## src/rtl/vram_pkg.sv

```systemverilog
// vram_pkg: shared geometry, widths and types for the text-mode VRAM write path.
// Holds the 20x15 screen geometry, the fill FSM state type and the write-entry struct.
package vram_pkg;
  localparam int COLS       = 20;
  localparam int ROWS       = 15;
  localparam int VRAM_CELLS = COLS * ROWS;
  localparam int ADDR_W     = 9;
  localparam int DATA_W     = 8;

  typedef enum logic [1:0] {
    FILL_IDLE,
    FILL_RUN,
    FILL_DONE
  } fill_state_e;

  typedef struct packed {
    logic [ADDR_W-1:0] addr;
    logic [DATA_W-1:0] data;
  } vram_wr_t;
endpackage

```

## src/rtl/vram_write_sched_if.sv

```systemverilog
// vram_write_sched_if: CPU single-cell write handshake into the VRAM scheduler.
// Signals: cpu_valid/cpu_ready handshake, cpu_adrs/cpu_data payload, cpu_err drop pulse.
interface vram_write_sched_if;
  import vram_pkg::*;

  logic              cpu_valid;
  logic              cpu_ready;
  logic [ADDR_W-1:0] cpu_adrs;
  logic [DATA_W-1:0] cpu_data;
  logic              cpu_err;

  modport master (
    output cpu_valid, cpu_adrs, cpu_data,
    input  cpu_ready, cpu_err
  );

  modport slave (
    input  cpu_valid, cpu_adrs, cpu_data,
    output cpu_ready, cpu_err
  );
endinterface

```

## src/rtl/vram_wr_fifo.sv

```systemverilog
// vram_wr_fifo: small synchronous FIFO of vram_wr_t entries for buffered CPU writes.
// Ports: clk_pixel, resetn, push/wr in, pop in, head out, full/empty flags (state-only).
module vram_wr_fifo
  import vram_pkg::*;
#(
  parameter int DEPTH = 4
) (
  input  logic     clk_pixel,
  input  logic     resetn,
  input  logic     push,
  input  vram_wr_t wr,
  input  logic     pop,
  output vram_wr_t head,
  output logic     full,
  output logic     empty
);
  localparam int AW = $clog2(DEPTH);

  // Extra pointer bit separates full from empty.
  logic [AW:0] wr_ptr;
  logic [AW:0] rd_ptr;
  vram_wr_t    mem [DEPTH];

  assign empty = (wr_ptr == rd_ptr);
  assign full  = (wr_ptr[AW] != rd_ptr[AW]) &&
                 (wr_ptr[AW-1:0] == rd_ptr[AW-1:0]);
  assign head  = mem[rd_ptr[AW-1:0]];

  always_ff @(posedge clk_pixel or negedge resetn) begin
    if (!resetn) begin
      wr_ptr <= '0;
      rd_ptr <= '0;
    end else begin
      if (push) wr_ptr <= wr_ptr + (AW+1)'(1);
      if (pop)  rd_ptr <= rd_ptr + (AW+1)'(1);
    end
  end

  always_ff @(posedge clk_pixel) begin
    if (push) mem[wr_ptr[AW-1:0]] <= wr;
  end
endmodule

```

## src/rtl/vram_write_sched.sv

```systemverilog
// vram_write_sched: shares the VRAM write port between buffered CPU writes and a row fill engine.
// Ports: clk_pixel, resetn, cpu (slave if), fill_* request/status, vidAdrs/vidData/vidWE.
// Macro VRAM_CPU_PRIORITY_EN: CPU FIFO always wins; otherwise round-robin.
module vram_write_sched
  import vram_pkg::*;
#(
  parameter int FIFO_DEPTH = 4
) (
  input  logic               clk_pixel,
  input  logic               resetn,
  vram_write_sched_if.slave  cpu,
  input  logic               fill_start,
  input  logic [DATA_W-1:0]  fill_char,
  input  logic [3:0]         fill_row_first,
  input  logic [3:0]         fill_row_last,
  output logic               fill_busy,
  output logic               fill_done,
  output logic [ADDR_W-1:0]  vidAdrs,
  output logic [DATA_W-1:0]  vidData,
  output logic               vidWE
);
  logic        full;
  logic        empty;
  logic        accept;
  logic        in_range;
  logic        push;
  logic        gnt_cpu;
  logic        gnt_fill;
  logic        cpu_req;
  logic        fill_req;
  vram_wr_t    wr;
  vram_wr_t    head;

  fill_state_e       state;
  logic [ADDR_W-1:0] cur;
  logic [ADDR_W-1:0] last_adr;
  logic [DATA_W-1:0] chr;
  logic [3:0]        row_last_c;
  logic [ADDR_W-1:0] start_adr;
  logic [ADDR_W-1:0] end_adr;

  // Ready comes from the stored full flag only.
  assign cpu.cpu_ready = !full;
  assign accept   = cpu.cpu_valid && !full;
  assign in_range = cpu.cpu_adrs < ADDR_W'(VRAM_CELLS);
  assign push     = accept && in_range;
  assign wr       = '{addr: cpu.cpu_adrs, data: cpu.cpu_data};

  vram_wr_fifo #(.DEPTH(FIFO_DEPTH)) u_fifo (
    .clk_pixel (clk_pixel),
    .resetn    (resetn),
    .push      (push),
    .wr        (wr),
    .pop       (gnt_cpu),
    .head      (head),
    .full      (full),
    .empty     (empty)
  );

  always_ff @(posedge clk_pixel or negedge resetn) begin
    if (!resetn) cpu.cpu_err <= 1'b0;
    else         cpu.cpu_err <= accept && !in_range;
  end

  assign cpu_req  = !empty;
  assign fill_req = (state == FILL_RUN);

`ifdef VRAM_CPU_PRIORITY_EN
  assign gnt_cpu  = cpu_req;
  assign gnt_fill = fill_req && !cpu_req;
`else
  // last_fill: fill won the most recent contended cycle.
  logic last_fill;

  assign gnt_cpu  = cpu_req && (!fill_req || last_fill);
  assign gnt_fill = fill_req && (!cpu_req || !last_fill);

  always_ff @(posedge clk_pixel or negedge resetn) begin
    if (!resetn)                  last_fill <= 1'b0;
    else if (cpu_req && fill_req) last_fill <= !last_fill;
  end
`endif

  assign row_last_c = (fill_row_last > 4'(ROWS-1)) ? 4'(ROWS-1)
                                                   : fill_row_last;
  assign start_adr  = ADDR_W'(fill_row_first) * ADDR_W'(COLS);
  assign end_adr    = (ADDR_W'(row_last_c) + ADDR_W'(1)) * ADDR_W'(COLS)
                    - ADDR_W'(1);

  always_ff @(posedge clk_pixel or negedge resetn) begin
    if (!resetn) begin
      state     <= FILL_IDLE;
      cur       <= '0;
      last_adr  <= '0;
      chr       <= '0;
      fill_busy <= 1'b0;
      fill_done <= 1'b0;
    end else begin
      unique case (state)
        FILL_IDLE: begin
          fill_done <= 1'b0;
          if (fill_start) begin
            chr       <= fill_char;
            cur       <= start_adr;
            last_adr  <= end_adr;
            fill_busy <= 1'b1;
            if (fill_row_first > row_last_c) begin
              state     <= FILL_DONE;
              fill_done <= 1'b1;
            end else begin
              state <= FILL_RUN;
            end
          end
        end
        FILL_RUN: begin
          if (gnt_fill) begin
            cur <= cur + ADDR_W'(1);
            if (cur == last_adr) begin
              state     <= FILL_DONE;
              fill_done <= 1'b1;
            end
          end
        end
        FILL_DONE: begin
          state     <= FILL_IDLE;
          fill_busy <= 1'b0;
          fill_done <= 1'b0;
        end
        default: state <= FILL_IDLE;
      endcase
    end
  end

  always_ff @(posedge clk_pixel or negedge resetn) begin
    if (!resetn) begin
      vidAdrs <= '0;
      vidData <= '0;
      vidWE   <= 1'b0;
    end else begin
      vidWE <= gnt_cpu || gnt_fill;
      unique case (1'b1)
        gnt_cpu: begin
          vidAdrs <= head.addr;
          vidData <= head.data;
        end
        gnt_fill: begin
          vidAdrs <= cur;
          vidData <= chr;
        end
        default: ;
      endcase
    end
  end
endmodule

```

## src/flat_wrapper.sv

```systemverilog
// flat-port wrapper written by rule: the top's interface ports become plain ports
module vram_write_sched_flat import vram_pkg::*;
#(
  parameter int FIFO_DEPTH = 4
)
  (clk_pixel, resetn, fill_start, fill_char, fill_row_first, fill_row_last, fill_busy, fill_done, vidAdrs, vidData, vidWE, cpu_cpu_valid, cpu_cpu_adrs, cpu_cpu_data, cpu_cpu_ready, cpu_cpu_err);
  vram_write_sched_if cpu_i ();
  input  logic clk_pixel;
  input  logic resetn;
  input  logic fill_start;
  input  logic [DATA_W-1:0] fill_char;
  input  logic [3:0] fill_row_first;
  input  logic [3:0] fill_row_last;
  output logic fill_busy;
  output logic fill_done;
  output logic [ADDR_W-1:0] vidAdrs;
  output logic [DATA_W-1:0] vidData;
  output logic vidWE;
  input wire logic [$bits(cpu_i.cpu_valid)-1:0] cpu_cpu_valid;
  input wire logic [$bits(cpu_i.cpu_adrs)-1:0] cpu_cpu_adrs;
  input wire logic [$bits(cpu_i.cpu_data)-1:0] cpu_cpu_data;
  output wire logic [$bits(cpu_i.cpu_ready)-1:0] cpu_cpu_ready;
  output wire logic [$bits(cpu_i.cpu_err)-1:0] cpu_cpu_err;
  assign cpu_i.cpu_valid = cpu_cpu_valid;
  assign cpu_i.cpu_adrs = cpu_cpu_adrs;
  assign cpu_i.cpu_data = cpu_cpu_data;
  assign cpu_cpu_ready = cpu_i.cpu_ready;
  assign cpu_cpu_err = cpu_i.cpu_err;
  vram_write_sched #(.FIFO_DEPTH(FIFO_DEPTH)) u_core (.clk_pixel(clk_pixel), .resetn(resetn), .cpu(cpu_i), .fill_start(fill_start), .fill_char(fill_char), .fill_row_first(fill_row_first), .fill_row_last(fill_row_last), .fill_busy(fill_busy), .fill_done(fill_done), .vidAdrs(vidAdrs), .vidData(vidData), .vidWE(vidWE));
endmodule
```

## config.mk

```make
export PLATFORM = sky130hd
export DESIGN_NAME = vram_write_sched_flat
export DESIGN_NICKNAME = d
export VERILOG_FILES = /design/src/rtl/vram_pkg.sv /design/src/rtl/vram_write_sched_if.sv /design/src/rtl/vram_wr_fifo.sv /design/src/rtl/vram_write_sched.sv /design/src/flat_wrapper.sv
export SDC_FILE = /design/constraint.sdc
export NUM_CORES = 1
export LEC_CHECK = 0
export CAP_MARGIN = 20
export CORE_MARGIN = 2
export CORE_UTILIZATION = 29
export DETAILED_ROUTE_END_ITERATION = 10
export SLEW_MARGIN = 20
export SYNTH_ARGS = -nofsm -noshare
export SYNTH_HDL_FRONTEND = slang
export SYNTH_SLANG_ARGS = --single-unit
```

## constraint.sdc

```tcl
create_clock -name clk_pixel -period 3.09 [get_ports clk_pixel]
set_clock_uncertainty 0.1 [all_clocks]
set_input_delay 0.618 -clock clk_pixel [delete_from_list [all_inputs] [get_ports clk_pixel]]
set_output_delay 0.618 -clock clk_pixel [all_outputs]
set_load 0.02 [all_outputs]
```

The metal 1 layer:
Scale: 3 px per µm.
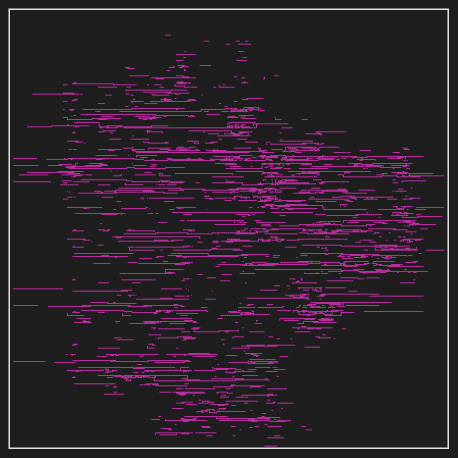
nets with wire on the layer	515
longest straight run	38.6 µm
vias: 3,599
Total Routed Length: 12.5 mm

==> flow_summary.ini <==
; generated from flow reports
[outcome]
status = finished clean

[route]
routed.top_layer = met4
wl_per_cell_um = 16.1
drt_iter0_drc = 216
via_per_inst = 4.63
wl_met3_um = 505
drc_errors = 0
first_pass_iters = 5

[critical_path]
endpoint_kind = flip-flop
worst_ep_arrival_time_ns = 3.25
required_ns = 3.27
crit_path_max_fanout = 2

[finish]
fillers = 1850
syn2layout_area_growth_pct = 28.5
mostFrequentLayoutCells = edfxtp_1 (68), clkdlybuf4s50_1 (57), dfrtp_1 (55)
ff_latch_area_um2 = 3420
antenna_cells = 0
lay_top_count = edfxtp_1
nNetsFinal = 563

[logic_synthesis]
simple_gate_share_pct = 7.89
synth_warnings = 0
netlist_logic_family_top = multiplexers
synthesis.nets = 480
synth-area-yosys_um2 = 5840
mux_share_pct = 11.5
ys_sh_adder_pct = 6.05
syn_area_per_cell_um2 = 14.0
syn_inst = 416
async_flop_share_pct = 44.7
edf_count = 68
xor_share_pct = 4.22
netlist_area_um2 = 5840
ff_type = edfxtp_1

[floorplan]
core.rowCount = 51
io_pins = 59
die_area_um2 = 21300

[global_routing]
grt_pass1_vias = 3769
grt_pass1_wl_mm = 20.0
antenna_found_initial = 0
grt_start_max_net_pins = 28
overflow = 0

[sta]
final.min_clock_period_ns = 3.07
worst_slack_ns = 0.0249
maxSlewViolCount = 0
worstMarginPinSlew_ns = 0.569
setup_viol = 0
relSlewSlack_pct = 62.0
final_hold_viol_count = 0

[clock_network]
clockBufferDepth = 2
cts_tree = built
clkSinkCount = 123
insertion_delay_ns = 0.41
cts_hold_repair.buffers = 0
numCtsBuffers = 17

[placed_design]
place_congestion = 0.779
io_buffers = 58
hpwl_mm = 8.70

[pwr]
powerDensity_nw_per_um2 = 983
ir_drop_mv = 0.434
finalPower_uw = 7370

[run]
warning_count = 32
Cells coloured by class:
Scale: 2 px per µm.
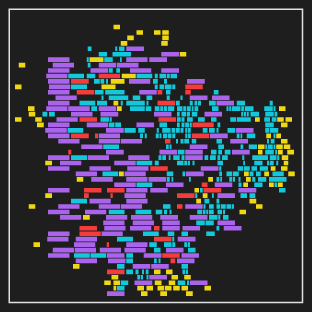
class	colour	cells
remaining buffers and delay cells	yellow	82
clock drivers and dummy loads	red	32
remaining logic cells	cyan	275
registers	purple	123
Seq area share: 45.6%
final core utilization: 38.3%
Core Area: 19,600 µm²
Finished Cell Area: 7500 µm²

cells in the mapped netlist (3+ instances only):
master / count / area [µm²]
buf_2: 3 / 15.0
inv_1: 16 / 60.1
mux2i_1: 17 / 170
a221o_1: 3 / 30.0
nor3_1: 3 / 15.0
nand3_1: 8 / 40.0
o21ai_1: 31 / 155
xor2_1: 13 / 114
and2_1: 5 / 31.3
nand4_1: 3 / 18.8
a22o_1: 3 / 26.3
and3_1: 3 / 18.8
nor2_1: 9 / 33.8
dfrtp_1: 55 / 1380
nand2b_1: 4 / 25.0
a211oi_1: 3 / 22.5
o21ai_0: 3 / 15.0
nand2_1: 35 / 131
mux2_2: 3 / 33.8
clkbuf_1: 7 / 26.3
buf_4: 3 / 22.5
buf_6: 4 / 45.0
mux4_2: 17 / 383
edfxtp_1: 68 / 2040
xnor2_1: 7 / 61.3
ha_1: 25 / 313
nand3b_1: 5 / 37.5
a21oi_1: 13 / 65.1
a21o_1: 7 / 52.6
mux2_1: 6 / 67.6
power by group:
| part | total (µW) | switching [µW] | internal [µW] |
|---|---|---|---|
| Combinational | 2760 | 1460 | 1300 |
| Clock | 1980 | 714 | 1270 |
| Sequential | 2630 | 395 | 2240 |
repair_timing:
action                     CTS  global route
buffers inserted             0             1
gates resized                1             5
pin swaps                    2             1
setup endpoints to repair    1             2
layer usage:
| metal | vias up | track usage (%) |
|---|---|---|
| met5 | - | 0 |
| met4 | 0 | 4.26 |
| met3 | 12 | 4.04 |
| met2 | 76 | 20.2 |
| met1 | 1802 | 14.8 |
| li1 | 1709 | - |
layout make-up:
type,count,area share [%]
inverters,17,0.851
well taps,265,4.42
clock inverters,14,2.27
flip-flops and latches,123,45.6
clock buffers,18,5.72
repair buffers,82,10.7
multi-input cells,258,30.4
sequential cells by signal, indices dropped and copies added, names as in the netlist:
| register | flops |
|---|---|
| u_core.u_fifo.rd_ptr | 3 |
| u_core.last_adr | 8 |
| u_core.vidAdrs | 9 |
| u_core.u_fifo.wr_ptr | 3 |
| u_core.vidWE | 1 |
| u_core.u_fifo.mem | 68 |
| u_core.cpu.cpu_err | 1 |
| u_core.last_fill | 1 |
| u_core.vidData | 8 |
| u_core.fill_busy | 1 |
| u_core.chr | 8 |
| u_core.fill_done | 1 |
| u_core.state | 2 |
| u_core.cur | 9 |
path summary, 6_finish.rpt:
path | startpoint | endpoint | slack (ns) | cells after the start
worst min-delay path | resetn | u_core.chr[6] | 0.1 | 1
min in group clk_pixel | u_core.vidData[2] | u_core.vidData[2] | 0.39 | 2
max in group asynchronous | resetn | u_core.last_adr[1] | 2.12 | 2
worst min register to register | u_core.vidData[2] | u_core.vidData[2] | 0.39 | 2
worst max register to register | u_core.state[1] | u_core.cur[3] | 0.86 | 8
worst max-delay path | fill_row_last[1] | u_core.last_adr[8] | 0.02 | 12
worst max-delay path, cell delays in order:
cell,delay [ns]
clkdlybuf4s50_1,0.52
nand3_2,0.10
nand2_1,0.09
inv_1,0.06
ha_1,0.29
ha_1,0.28
ha_1,0.23
fa_2,0.35
xor2_1,0.18
nor4_2,0.28
xnor2_1,0.17
o21ai_1,0.07
Power and IR drop assume default switching activity.
